<file path="src/rtl/pb_pkg.sv">
// Shared constants and helpers for the multi-channel pushbutton controller.
package pb_pkg;

  // Register offsets relative to the block base address.
  localparam logic [7:0] OFS_LEVEL = 8'd0;
  localparam logic [7:0] OFS_PRESS = 8'd1;
  localparam logic [7:0] OFS_REL   = 8'd2;

  // Returns {all_ones, all_zeros} over the history bits selected by mask.
  function automatic logic [1:0] reduce_all(input logic [7:0] sh, input logic [7:0] mask);
    logic all_ones;
    logic all_zeros;
    all_ones  = &(sh | ~mask);
    all_zeros = ~|(sh & mask);
    return {all_ones, all_zeros};
  endfunction

endpackage

</file>
<file path="src/rtl/pb_chan.sv">
// One pushbutton channel: synchroniser, sample history, debounced level,
// sticky press/release events and optional auto-repeat of press events.
module pb_chan
  import pb_pkg::*;
#(
  parameter int DEPTH    = 3,
  parameter int REP_W    = 8,
  parameter int REP_DLY  = 0,
  parameter int REP_RATE = 16,
  parameter bit REP_ON   = 1'b0
) (
  input  logic clk,
  input  logic rst_n,
  input  logic pb_raw,
  input  logic tick,
  input  logic clr_press,
  input  logic clr_rel,
  output logic level,
  output logic press,
  output logic rel
);

  localparam logic [7:0]       SH_MASK = 8'((16'd1 << DEPTH) - 16'd1);
  localparam bit               REP_ACT = REP_ON && (REP_DLY != 0);
  localparam logic [REP_W-1:0] RC_DLY  = REP_W'(REP_DLY);
  localparam logic [REP_W-1:0] RC_RATE = REP_W'(REP_RATE);
  localparam logic [REP_W-1:0] RC_ONE  = REP_W'(1);

  logic             sync1_r;
  logic             sync2_r;
  logic [DEPTH-1:0] sh_r;
  logic             level_r;
  logic             press_r;
  logic             rel_r;
  logic [REP_W-1:0] rc_r;
  logic [1:0]       red_s;
  logic             rise_s;
  logic             fall_s;
  logic             rep_fire_s;

  // Two-flop synchroniser for the asynchronous button input.
  always_ff @(posedge clk or negedge rst_n) begin
    if (!rst_n) begin
      sync1_r <= 1'b0;
      sync2_r <= 1'b0;
    end else begin
      sync1_r <= pb_raw;
      sync2_r <= sync1_r;
    end
  end

  // Shift the synchronised input into the history on each prescaler tick.
  always_ff @(posedge clk or negedge rst_n) begin
    if (!rst_n) begin
      sh_r <= {DEPTH{1'b0}};
    end else if (tick) begin
      sh_r <= {sh_r[DEPTH-2:0], sync2_r};
    end
  end

  // Level edges are derived from a unanimous history disagreeing with the level.
  always_comb begin
    red_s      = reduce_all(8'(sh_r), SH_MASK);
    rise_s     = red_s[1] & ~level_r;
    fall_s     = red_s[0] & level_r;
    rep_fire_s = REP_ACT & level_r & tick & (rc_r == RC_ONE);
  end

  // Debounced level follows a unanimous history, otherwise holds.
  always_ff @(posedge clk or negedge rst_n) begin
    if (!rst_n) begin
      level_r <= 1'b0;
    end else if (red_s[1]) begin
      level_r <= 1'b1;
    end else if (red_s[0]) begin
      level_r <= 1'b0;
    end
  end

  // Sticky events: a set on the clearing edge wins so no event is lost.
  always_ff @(posedge clk or negedge rst_n) begin
    if (!rst_n) begin
      press_r <= 1'b0;
      rel_r   <= 1'b0;
    end else begin
      press_r <= rise_s | rep_fire_s | (press_r & ~clr_press);
      rel_r   <= fall_s | (rel_r & ~clr_rel);
    end
  end

  // Repeat counter: loaded on the press edge, counts ticks while held.
  always_ff @(posedge clk or negedge rst_n) begin
    if (!rst_n) begin
      rc_r <= {REP_W{1'b0}};
    end else if (REP_ACT && rise_s) begin
      rc_r <= RC_DLY;
    end else if (REP_ACT && level_r && tick) begin
      if (rc_r == RC_ONE) begin
        rc_r <= RC_RATE;
      end else begin
        rc_r <= rc_r - RC_ONE;
      end
    end
  end

  assign level = level_r;
  assign press = press_r;
  assign rel   = rel_r;

endmodule

</file>
<file path="src/rtl/pb_multi.sv">
// Multi-channel pushbutton controller on an 8-bit memory-mapped read bus:
// shared prescaler, per-channel debouncers, register read mux and irq.
module pb_multi
  import pb_pkg::*;
#(
  parameter int              N_CH      = 5,
  parameter int              DIV_W     = 12,
  parameter int              DEPTH     = 3,
  parameter logic [7:0]      BASE_ADDR = 8'd253,
  parameter int              REP_W     = 8,
  parameter int              REP_DLY   = 0,
  parameter int              REP_RATE  = 16,
  parameter logic [N_CH-1:0] REP_EN    = {N_CH{1'b0}}
) (
  input  logic            clk,
  input  logic            rst_n,
  input  logic [7:0]      addr,
  input  logic            rd,
  output logic [7:0]      out,
  input  logic [N_CH-1:0] pb,
  output logic            irq
);

  localparam logic [7:0] A_LEVEL = BASE_ADDR + OFS_LEVEL;
  localparam logic [7:0] A_PRESS = BASE_ADDR + OFS_PRESS;
  localparam logic [7:0] A_REL   = BASE_ADDR + OFS_REL;

  logic [DIV_W-1:0] cnt_r;
  logic             tick_s;
  logic             irq_r;
  logic             clr_press_s;
  logic             clr_rel_s;
  logic [N_CH-1:0]  level_v;
  logic [N_CH-1:0]  press_v;
  logic [N_CH-1:0]  rel_v;
  logic [7:0]       ext_level_s;
  logic [7:0]       ext_press_s;
  logic [7:0]       ext_rel_s;
  logic [7:0]       out_s;

  // Free-running prescaler; a tick is issued whenever it reads zero.
  always_ff @(posedge clk or negedge rst_n) begin
    if (!rst_n) begin
      cnt_r <= {DIV_W{1'b0}};
    end else begin
      cnt_r <= cnt_r + {{(DIV_W-1){1'b0}}, 1'b1};
    end
  end

  assign tick_s = (cnt_r == {DIV_W{1'b0}});

  // Decode read-to-clear strobes for the two event registers.
  always_comb begin
    clr_press_s = 1'b0;
    clr_rel_s   = 1'b0;
    if (rd && (addr == A_PRESS)) begin
      clr_press_s = 1'b1;
    end else if (rd && (addr == A_REL)) begin
      clr_rel_s = 1'b1;
    end else begin
      clr_press_s = 1'b0;
      clr_rel_s   = 1'b0;
    end
  end

  for (genvar i = 0; i < N_CH; i++) begin : g_ch
    pb_chan #(
      .DEPTH    (DEPTH),
      .REP_W    (REP_W),
      .REP_DLY  (REP_DLY),
      .REP_RATE (REP_RATE),
      .REP_ON   (REP_EN[i])
    ) u_chan (
      .clk       (clk),
      .rst_n     (rst_n),
      .pb_raw    (pb[i]),
      .tick      (tick_s),
      .clr_press (clr_press_s),
      .clr_rel   (clr_rel_s),
      .level     (level_v[i]),
      .press     (press_v[i]),
      .rel       (rel_v[i])
    );
  end

  // Combinational read mux; unused upper bits and unmapped addresses read zero.
  always_comb begin
    ext_level_s = 8'd0;
    ext_press_s = 8'd0;
    ext_rel_s   = 8'd0;
    ext_level_s[N_CH-1:0] = level_v;
    ext_press_s[N_CH-1:0] = press_v;
    ext_rel_s[N_CH-1:0]   = rel_v;
    case (addr)
      A_LEVEL: out_s = ext_level_s;
      A_PRESS: out_s = ext_press_s;
      A_REL:   out_s = ext_rel_s;
      default: out_s = 8'd0;
    endcase
  end

  // Interrupt is a registered OR of all pending press events.
  always_ff @(posedge clk or negedge rst_n) begin
    if (!rst_n) begin
      irq_r <= 1'b0;
    end else begin
      irq_r <= |press_v;
    end
  end

  assign out = out_s;
  assign irq = irq_r;

endmodule
</file>
<file path="config.mk">
export PLATFORM = sky130hd
export DESIGN_NAME = pb_multi
export DESIGN_NICKNAME = d
export VERILOG_FILES = /design/src/rtl/pb_pkg.sv /design/src/rtl/pb_chan.sv /design/src/rtl/pb_multi.sv
export SDC_FILE = /design/constraint.sdc
export NUM_CORES = 1
export LEC_CHECK = 0
export CORE_MARGIN = 1.5
export CORE_UTILIZATION = 31
export DETAILED_ROUTE_END_ITERATION = 12
export GPL_ROUTABILITY_DRIVEN = 0
export SLEW_MARGIN = 20
export SYNTH_ARGS = -nofsm -noshare
export SYNTH_HDL_FRONTEND = slang
export SYNTH_SLANG_ARGS = --single-unit
</file>
<file path="constraint.sdc">
create_clock -name clk -period 1.62 [get_ports clk]
set_input_delay 0.243 -clock clk [delete_from_list [all_inputs] [get_ports clk]]
set_output_delay 0.243 -clock clk [all_outputs]
set_load 0.01 [all_outputs]
</file>
layer_met3.png
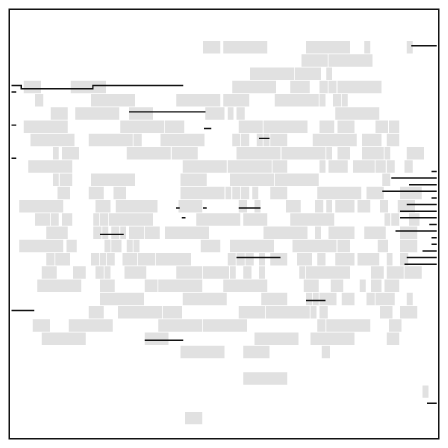
main direction	horizontal
longest straight run	18.4 µm

detail.png
Window x 24 to 64, y 24 to 64 µm. Cells in grey, sequential cells in the stronger grey; small squares are vias.
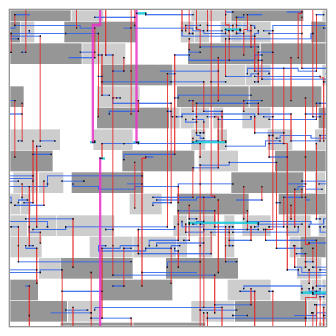
colour	layer
blue	metal 1
magenta	metal 4
red	metal 2
cyan	metal 3
sequential cells in the window	22
most frequent	dfrtp_1 (22), inv_1 (6), mux2_4 (6)
cells with their middle in the window	77
netlist names of flops here include	g_ch.u_chan.sh_r (7), cnt_r (3), g_ch.u_chan.level (3)

metal_density.png
Bar = 20 µm. 18 x 18 tiles, from white (low) to dark blue (high), scaled to the fullest tile. Values are wire area over tile area, all layers added.
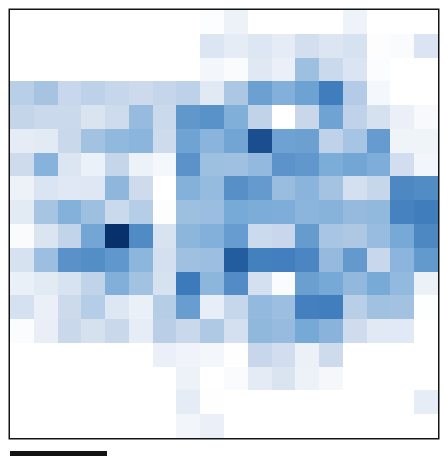
fullest tile	0.35
mean over tiles	0.079
nearly empty tiles	31%
tiles over half the peak	14%

clocks.png
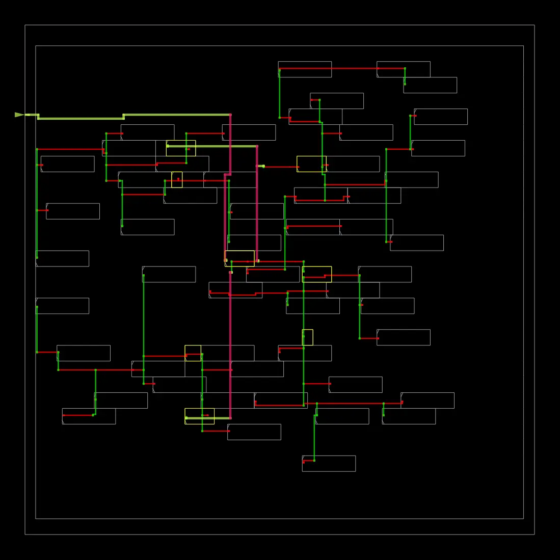
Flop Count: 53
Worst Clk Skew: 10.81 ps

clk_routes.png
Bar = 20 µm.
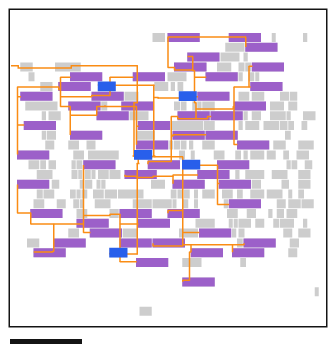
[purple] flip-flops | count: 53
[orange] clock wires | length: 633 µm
[blue] clock drivers | count: 5
routed clock nets	6

==> results.cfg <==
; implementation run metrics
[yosys]
common_cells = dfrtp_1, inv_1, nor2_1
ys_warn_count = 0
top_cells_by_area = dfrtp_1, mux2_4, mux2_2, xor2_1, inv_1
avgSynthCellArea_um2 = 12.35
synth_seq_share = 0.5935
synth_top_area_share = 0.5935
async_flop_share = 1.000
synth_area_mm2 = 0.002235
yosysCellCount = 181
synth.most_common_cell = dfrtp_1
flop_cell = dfrtp_1
yosysChipArea_mm2 = 0.002235
synth_cell_types = 28
synthCells = 181
largest_area_cell = dfrtp_1
ys_ff = 53
edf_count = 0

[timing]
finalSetupTns_ps = 0
max_freq_ghz = 0.6289
finalHoldViolations = 0
fin_ws_ps = 29.81
drv_slew = 0
hold_slack_ps = 350.1
period_needed_ps = 1590
setup_viol = 0
finalClockPeriodUsage = 0.9816
rsz0062_at_grt = yes

[detailed_routing]
drt_iter0_markers = 127
route.detailed.wl_per_inst_um = 12.13
ant_nets = 0
post-route-drc-count = 0
drt_pass1_iterations = 4
via_per_inst = 4.594
num_vias = 1470
drt_wl_total_um = 3881

[clocking]
cts.hold.buffers_added = 1
clk_pin_slew_ps = 90
cts_buffers = 5
cts-resized-gates = 23
cts-root-buf = clkbuf_8
clock-sinks = 53
cts.path.max_buffers = 2
cts_tree = built
post_cts_buffers = 1
cts.htree.levels = 2
insertion_delay_ps = 310

[place]
dpl.hpwl_um = 2656
dp_slack_ps = -624.1
dpl-instance-area_mm2 = 0.002656
dp_cells = 308
portBuffers = 21

[layout]
fin_area_mm2 = 0.002823
reg_top3 = g_ch.u_chan.sh_r: 15 flops, cnt_r: 12 flops
comb_area_um2 = 879.6
layout_top_cell = dfrtp_1
antenna_cells = 0
drive_above_1_share = 0.2946
post-route-util = 0.4109
regMostFlops = g_ch.u_chan.sh_r
stdcell_count = 320
fin_nets = 241
n_fill_cell = 674
regArea_mm2 = 0.001326
synthToLayoutAreaGrowth_pct = 26.32
lay_top_cells = dfrtp_1, buf_4, clkdlybuf4s50_1
largest_reg_flops = 15

[global_routing]
grt_max_degree = 36
grt-ovfl-total = 0
grt_pass1_wl_um = 6555
grt_pass1_vias = 1456
antenna_found_initial = 0
grt_use_total = 0.1100

[floorplanning]
ios = 25
fp_util = 0.3253
die_y_um = 87.91
core_mm2 = 0.006869
dieArea_mm2 = 0.007727
die_w_um = 87.91
rows = 30

[critical_path]
endpoint_kind = output port
r2r_end = g_ch[0].u_chan.sh_r[2]
arrival_ps = 1350
crit_path_start_kind = input pin
critPathKind = in -> out
ff2ff_path_depth = 6
r2r_start = cnt_r[0]
r2r_setup_slack_ps = 40
worstPathRequired_ps = 1380
crit_path_max_fanout = 5

[pwr]
power.leakage_nw = 1.323
power.total_mw = 2.209
peakVddDrop_uv = 458.2
p_per_area_mw_per_mm2 = 782.6

[worst_hold_path]
min_path_cells = 0
hp-start = g_ch[3].u_chan.sync1_r
hold_path.class = reg -> reg
min_to = g_ch[3].u_chan.sync2_r

[run]
maxCapViolCount = 0
log.warning_count = 28

[outcome]
status = complete, no violations
-- layer usage --
| layer | track usage | up-vias | part of all wire |
|---|---|---|---|
| met5 | 0 | - | 0 |
| met4 | 0.04762 | 0 | 0.018 |
| met3 | 0.02828 | 7 | 0.044 |
| met2 | 0.1790 | 38 | 0.46 |
| met1 | 0.1386 | 713 | 0.47 |
| li1 | - | 712 | - |
-- worst max-delay path by stage --
stage	start	endpoint	slack, ps	depth (start not counted)
after CTS	addr[4]	out[4]	0.5	5
after detailed placement	addr[0]	out[0]	-620	5
after global placement	addr[0]	out[0]	-570	5
final	addr[5]	out[2]	30	5
after global routing	cnt_r[1]	g_ch[1].u_chan.sh_r[2]	-30	6
after floorplan	cnt_r[0]	g_ch[0].u_chan.sh_r[1]	60	6
-- kinds of logic (layout without fill, tap and decap cells) --
family,count (synthesis),count (layout),share of synthesized area
flip-flops,53,53,0.5935
other,1,3,0.001678
XOR/XNOR,10,10,0.03920
buffers and inverters,20,61,0.04199
AND-OR/OR-AND,30,30,0.09239
adder cells (fa/ha/maj),2,2,0.01120
multiplexers,20,20,0.1176
AND/OR/NAND/NOR,45,45,0.1025
-- final cells by class --
type | count | share of cell area
Tap cell | 96 | 0.04255
Inverter | 14 | 0.01862
Sequential cell | 53 | 0.4699
Clock buffer | 5 | 0.02438
Multi-Input combinational cell | 110 | 0.3116
Timing Repair Buffer | 39 | 0.1268
Clock inverter | 3 | 0.006206
-- critical path, cell delays in order --
cell             delay, ps
clkdlybuf4s50_1        460
nand4_1                130
or2_4                  290
nor2_1                  90
buf_2                  130
-- where the power goes --
part           internal, mW  switching, mW
combinational        0.0736         0.0622
sequential             1.34        0.00763
clock                 0.299          0.423
total                  1.72          0.492
Power is estimated from default activity; no workload was simulated.
